`config.mk`:
```
export PLATFORM = sky130hd
export DESIGN_NAME = countdown_seq
export DESIGN_NICKNAME = d
export VERILOG_FILES = /design/src/rtl/countdown_seq.sv
export SDC_FILE = /design/constraint.sdc
export NUM_CORES = 1
export LEC_CHECK = 0
export CORE_MARGIN = 2
export CORE_UTILIZATION = 62
export CTS_CLUSTER_DIAMETER = 80
export DETAILED_ROUTE_END_ITERATION = 10
export PLACE_DENSITY = 0.89
export SETUP_SLACK_MARGIN = 0.15
export SLEW_MARGIN = 15
export SYNTH_ARGS = -nofsm -noshare
export SYNTH_HDL_FRONTEND = slang
export SYNTH_SLANG_ARGS = --single-unit
```
`constraint.sdc`:
```
create_clock -name clk -period 3.8 [get_ports clk]
set_input_delay 0.95 -clock clk [delete_from_list [all_inputs] [get_ports clk]]
set_output_delay 0.95 -clock clk [all_outputs]
set_load 0.05 [all_outputs]
```
`src/rtl/countdown_seq.sv`:
```
// Staged countdown sequencer: walks a step index up or down, holding each stage
// for TICKS_PER_STEP cycles, with pause, abort, restart and a one-cycle done pulse.
module countdown_seq #(
    parameter int unsigned STEPS          = 4,
    parameter int unsigned TICKS_PER_STEP = 50_000_000,
    localparam int SW = $clog2(STEPS),
    localparam int CW = $clog2(64'(TICKS_PER_STEP) + 64'd1)
) (
    input  logic             clk,
    input  logic             rst,
    input  logic             i_start,
    input  logic             i_abort,
    input  logic             i_pause,
    input  logic             i_dir,
    output logic [SW-1:0]    o_step,
    output logic [STEPS-1:0] o_lamp,
    output logic             o_active,
    output logic             o_paused,
    output logic             o_done
);

    typedef enum logic [1:0] {
        S_IDLE   = 2'd0,
        S_RUN    = 2'd1,
        S_PAUSED = 2'd2,
        S_DONE   = 2'd3
    } state_t;

    state_t            r_state;
    logic [SW-1:0]     r_step;
    logic [CW-1:0]     r_cnt;
    logic              r_dir;
    logic [STEPS-1:0]  r_lamp;
    logic              r_active;
    logic              r_paused;
    logic              r_done;

    state_t            w_state_nxt;
    logic [SW-1:0]     w_step_nxt;
    logic [CW-1:0]     w_cnt_nxt;
    logic              w_dir_nxt;
    logic              w_go;
    logic              w_last_tick;
    logic              w_final_step;
    logic              w_active_nxt;
    logic              w_paused_nxt;
    logic              w_done_nxt;
    logic [STEPS-1:0]  w_lamp_nxt;

    assign w_last_tick  = (r_cnt == CW'(TICKS_PER_STEP - 1));
    assign w_final_step = r_dir ? (r_step == '0) : (r_step == SW'(STEPS - 1));

    // A paused sequence that sees pause drop takes a normal tick on that edge,
    // so the pause costs exactly as many cycles as pause was high.
    always_comb begin
        w_state_nxt = r_state;
        w_step_nxt  = r_step;
        w_cnt_nxt   = r_cnt;
        w_dir_nxt   = r_dir;
        w_go        = 1'b0;
        case (r_state)
            S_IDLE: begin
                w_go = i_start;
            end
            S_DONE: begin
                w_state_nxt = S_IDLE;
                w_go        = i_start;
            end
            S_RUN, S_PAUSED: begin
                if (i_abort) begin
                    w_state_nxt = S_IDLE;
                    w_step_nxt  = '0;
                    w_cnt_nxt   = '0;
                end else if (i_start) begin
                    w_go = 1'b1;
                end else if (i_pause) begin
                    w_state_nxt = S_PAUSED;
                end else begin
                    w_state_nxt = S_RUN;
                    if (w_last_tick) begin
                        w_cnt_nxt = '0;
                        if (w_final_step) begin
                            w_state_nxt = S_DONE;
                        end else if (r_dir) begin
                            w_step_nxt = r_step - SW'(1);
                        end else begin
                            w_step_nxt = r_step + SW'(1);
                        end
                    end else begin
                        w_cnt_nxt = r_cnt + CW'(1);
                    end
                end
            end
            default: begin
                w_state_nxt = S_IDLE;
            end
        endcase
        if (w_go) begin
            w_state_nxt = S_RUN;
            w_step_nxt  = i_dir ? SW'(STEPS - 1) : '0;
            w_cnt_nxt   = '0;
            w_dir_nxt   = i_dir;
        end
    end

    assign w_active_nxt = (w_state_nxt == S_RUN) || (w_state_nxt == S_PAUSED);
    assign w_paused_nxt = (w_state_nxt == S_PAUSED);
    assign w_done_nxt   = (w_state_nxt == S_DONE);
    assign w_lamp_nxt   = w_active_nxt ? (STEPS'(1) << w_step_nxt) : '0;

    always_ff @(posedge clk or posedge rst) begin
        if (rst) begin
            r_state  <= S_IDLE;
            r_step   <= '0;
            r_cnt    <= '0;
            r_dir    <= 1'b0;
            r_lamp   <= '0;
            r_active <= 1'b0;
            r_paused <= 1'b0;
            r_done   <= 1'b0;
        end else begin
            r_state  <= w_state_nxt;
            r_step   <= w_step_nxt;
            r_cnt    <= w_cnt_nxt;
            r_dir    <= w_dir_nxt;
            r_lamp   <= w_lamp_nxt;
            r_active <= w_active_nxt;
            r_paused <= w_paused_nxt;
            r_done   <= w_done_nxt;
        end
    end

    assign o_step   = r_step;
    assign o_lamp   = r_lamp;
    assign o_active = r_active;
    assign o_paused = r_paused;
    assign o_done   = r_done;

endmodule

```
### Signal metal coverage by tile

13 x 13 tiles, from black (low) to pale yellow (high), scaled to the fullest tile. Values are wire area over tile area, all layers added.
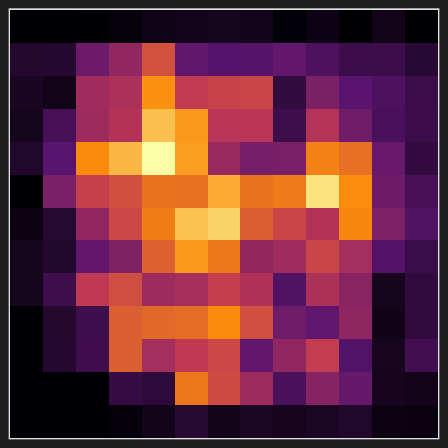
tiles over half the peak	28%
mean over tiles	0.19
nearly empty tiles	10%
emptiest ninth of the die	lower left
densest ninth of the die	centre
fullest tile	0.58
DRT Wirelength: 4609 um
per-cell routed wire length: 15.41 um
total routing usage reported by global routing: 25.62%
count of vias placed by the detailed router: 1885

==> flow_summary.json <==
{
  "simple_gate_area_share_pct": 27.76,
  "cpLargestDelayFamily": "AND-OR/OR-AND gates",
  "place.gp.congestion": 0.9745,
  "number_of_clock_buffers_inserted_by_tritoncts": 5,
  "power.clock.fraction_pct": 19.2,
  "design_power_total_mw": 1.149,
  "layout_top_cell_excl_fill_tap": "dfrtp_1",
  "crit_path_max_fanout": 8,
  "cts_resized": 0,
  "die-width_um": 62.83,
  "setup_viol_count_final": 0,
  "skew_ns": 0.007455,
  "grt_antenna_before_repair": 0,
  "synth-compound-area-share_pct": 15.51,
  "worst-endpoint-required_ns": 4.06,
  "largest_register_ff_count": 26,
  "path_depth": 7,
  "combPwrFrac_pct": 39.3,
  "cellInternalPower_mw": 0.6863,
  "reported_clock_group_power_mw": 0.220,
  "clock-root-buffer": "clkbuf_4",
  "max-vdd-ir-drop_v": 0.0001965,
  "grt_max_degree": 39,
  "signal_buffer_area_fraction_pct": 6.796,
  "syn_area_per_cell_sq_um": 9.054,
  "cts-htree-levels": 2,
  "syn_inst": 237,
  "run_status": "complete, no violations",
  "antenna-diode-count": 0,
  "dp_worst_setup_slack_ns": 0.7025,
  "buffer_ports.inserted": 14,
  "count_of_flip_flops_with_a_built_in_enable_after_synthesis": 0,
  "crit_buf_inv": 1,
  "synth.top_cell.area_share_pct": 44.31,
  "detailed_routed_wire_length_on_met2_um": 2203,
  "taps": 46,
  "grt_first_pass_wirelength_um": 8038,
  "nMultiInputCombCells": 179,
  "timing.setup.critical_path_class": "input pin to flip-flop",
  "ff2ff_setup_slack_ns": 1.27,
  "worst_r2r_path_cells": 7,
  "fin_hold_ws_ns": 0.5208,
  "power_per_cell_area_nw_per_um2": 480.1,
  "route.met3.wl_um": 301,
  "yosys.area.top_type": "dfrtp_1",
  "final_cell_area_sq_um": 2394,
  "min_to": "r_cnt[15]",
  "critPathMaxStageDelay_ns": 0.52,
  "die_y_um": 62.83,
  "globalRouteOverflowTotal": 0,
  "row_count": 21,
  "synthTopCellsByArea": "dfrtp_1, nand2_1, nor2_1",
  "ctsLongestPathBuffers": 2,
  "critPathCaptureType": "flip-flop",
  "dominant_power_group": "sequential cells",
  "p_leak_nw": 0.9778,
  "maxSlewViolCount": 0,
  "drt_iter0_drc": 225,
  "critical_path_arrival_ns": 3.01,
  "warnings": 28,
  "worst_pin_slew_ns": 0.8009,
  "globalRouteMet1Util_pct": 35.08,
  "cts_clk_pin_slew_worst_paths_ns": 0.11,
  "slew-limit-headroom_pct": 46.11,
  "worst_setup_path_endpoint": "o_lamp[1]",
  "worstSetupStartpointType": "input pin",
  "synthMuxAreaShare_pct": 1.399,
  "cap_viol_max_count": 0,
  "post-dp-hpwl_um": 3292,
  "dr.pass1.iters": 4,
  "min_period_over_period_pct": 72.28,
  "clock.latency.late_pin_ns": 0.34,
  "mostFrequentLayoutCells": "dfrtp_1, nand2_1, nor2_1",
  "synthArstFlopShare_pct": 100.0,
  "powerComb_mw": 0.452,
  "post-route-worst-setup-slack_ns": 1.054,
  "syn_area_sq_um": 2146,
  "dp.cells": 291,
  "power.share.sequential_pct": 41.5,
  "nets": 263,
  "layout.area.top_class": "logic gates",
  "design.die.area_sq_um": 3948,
  "clkbuf_count": 6,
  "share_of_the_final_layout_cell_area_in_multi_input_gates_pct": 46.68,
  "ios": 15,
  "synth_xor_xnor_area_share_pct": 3.673,
  "area.sequential_sq_um": 950.9,
  "timing.fmax_mhz": 364.1,
  "antenna_violating_nets_post_route": 0,
  "clk_share_pct": 2.666,
  "use_met3_pct": 5.225,
  "detailed_place.area_sq_um": 2330,
  "synth.lib_cells_used.distinct": 49,
  "switching_share_pct": 40.28,
  "routed_via_density": 6.304,
  "dominantRegCellSynth": "dfrtp_1",
  "postLayoutCoreUtil_pct": 71.73,
  "power.net_switching_mw": 0.4628,
  "hold_violations": 0,
  "layout.non_clock_buffers": 17,
  "worst_hold_path.num_cells": 1,
  "tritoncts_num_sinks": 38,
  "synthTopCellsByCount": "dfrtp_1, nand2_1, nor2_1",
  "drc_errors": 0,
  "synth-seq-cells": 38,
  "drive_gt1_share_pct": 5.534,
  "tritoncts_clock_tree": "built",
  "synth.yosys.warnings": 0,
  "met2_usage_pct": 40.99,
  "cts_hold_buf": 0,
  "timing.hold.worst.class": "flip-flop to flip-flop",
  "fin_cells": 299,
  "core_sq_um": 3337,
  "crit-reg2reg-capture": "o_lamp[1]",
  "cts_setup_buffers": 0,
  "reg2reg_from": "r_cnt[0]",
  "worst_path_max_delay_cell": "clkdlybuf4s50_1",
  "synth_chip_area_sq_um": 2146,
  "fin_setup_tns_ns": 0,
  "netlist_logic_family_top": "simple AND/OR/NAND/NOR gates",
  "number_of_global_route_vias_before_repair": 1731,
  "pg_seq_mw": 0.477,
  "synth-cells-yosys": 237,
  "syn2layout_area_growth_pct": 11.55,
  "top_signal_layer_used": "met4",
  "min_from": "r_cnt[15]",
  "count_of_inverters_other_than_clock_inverters_in_the_layout": 11,
  "numSequentialCells": 38,
  "synth_seq_share_pct": 44.31,
  "registers.top_by_ff_count": "r_cnt"
}
### Signal wires by layer

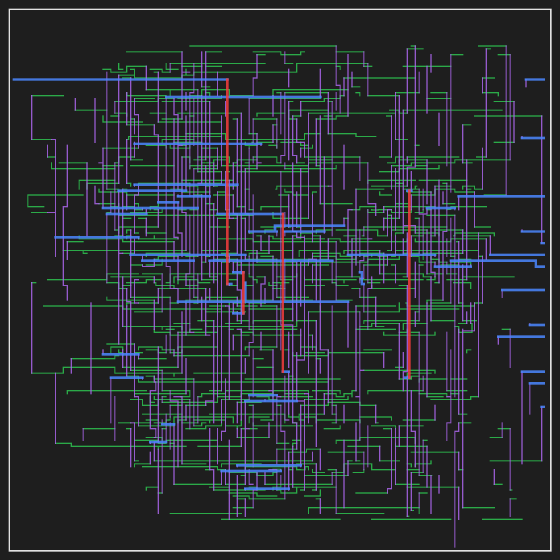
colour	layer	wire length
purple	M2	2200 um
blue	M3	302 um
green	M1	2040 um
red	M4	68.7 um

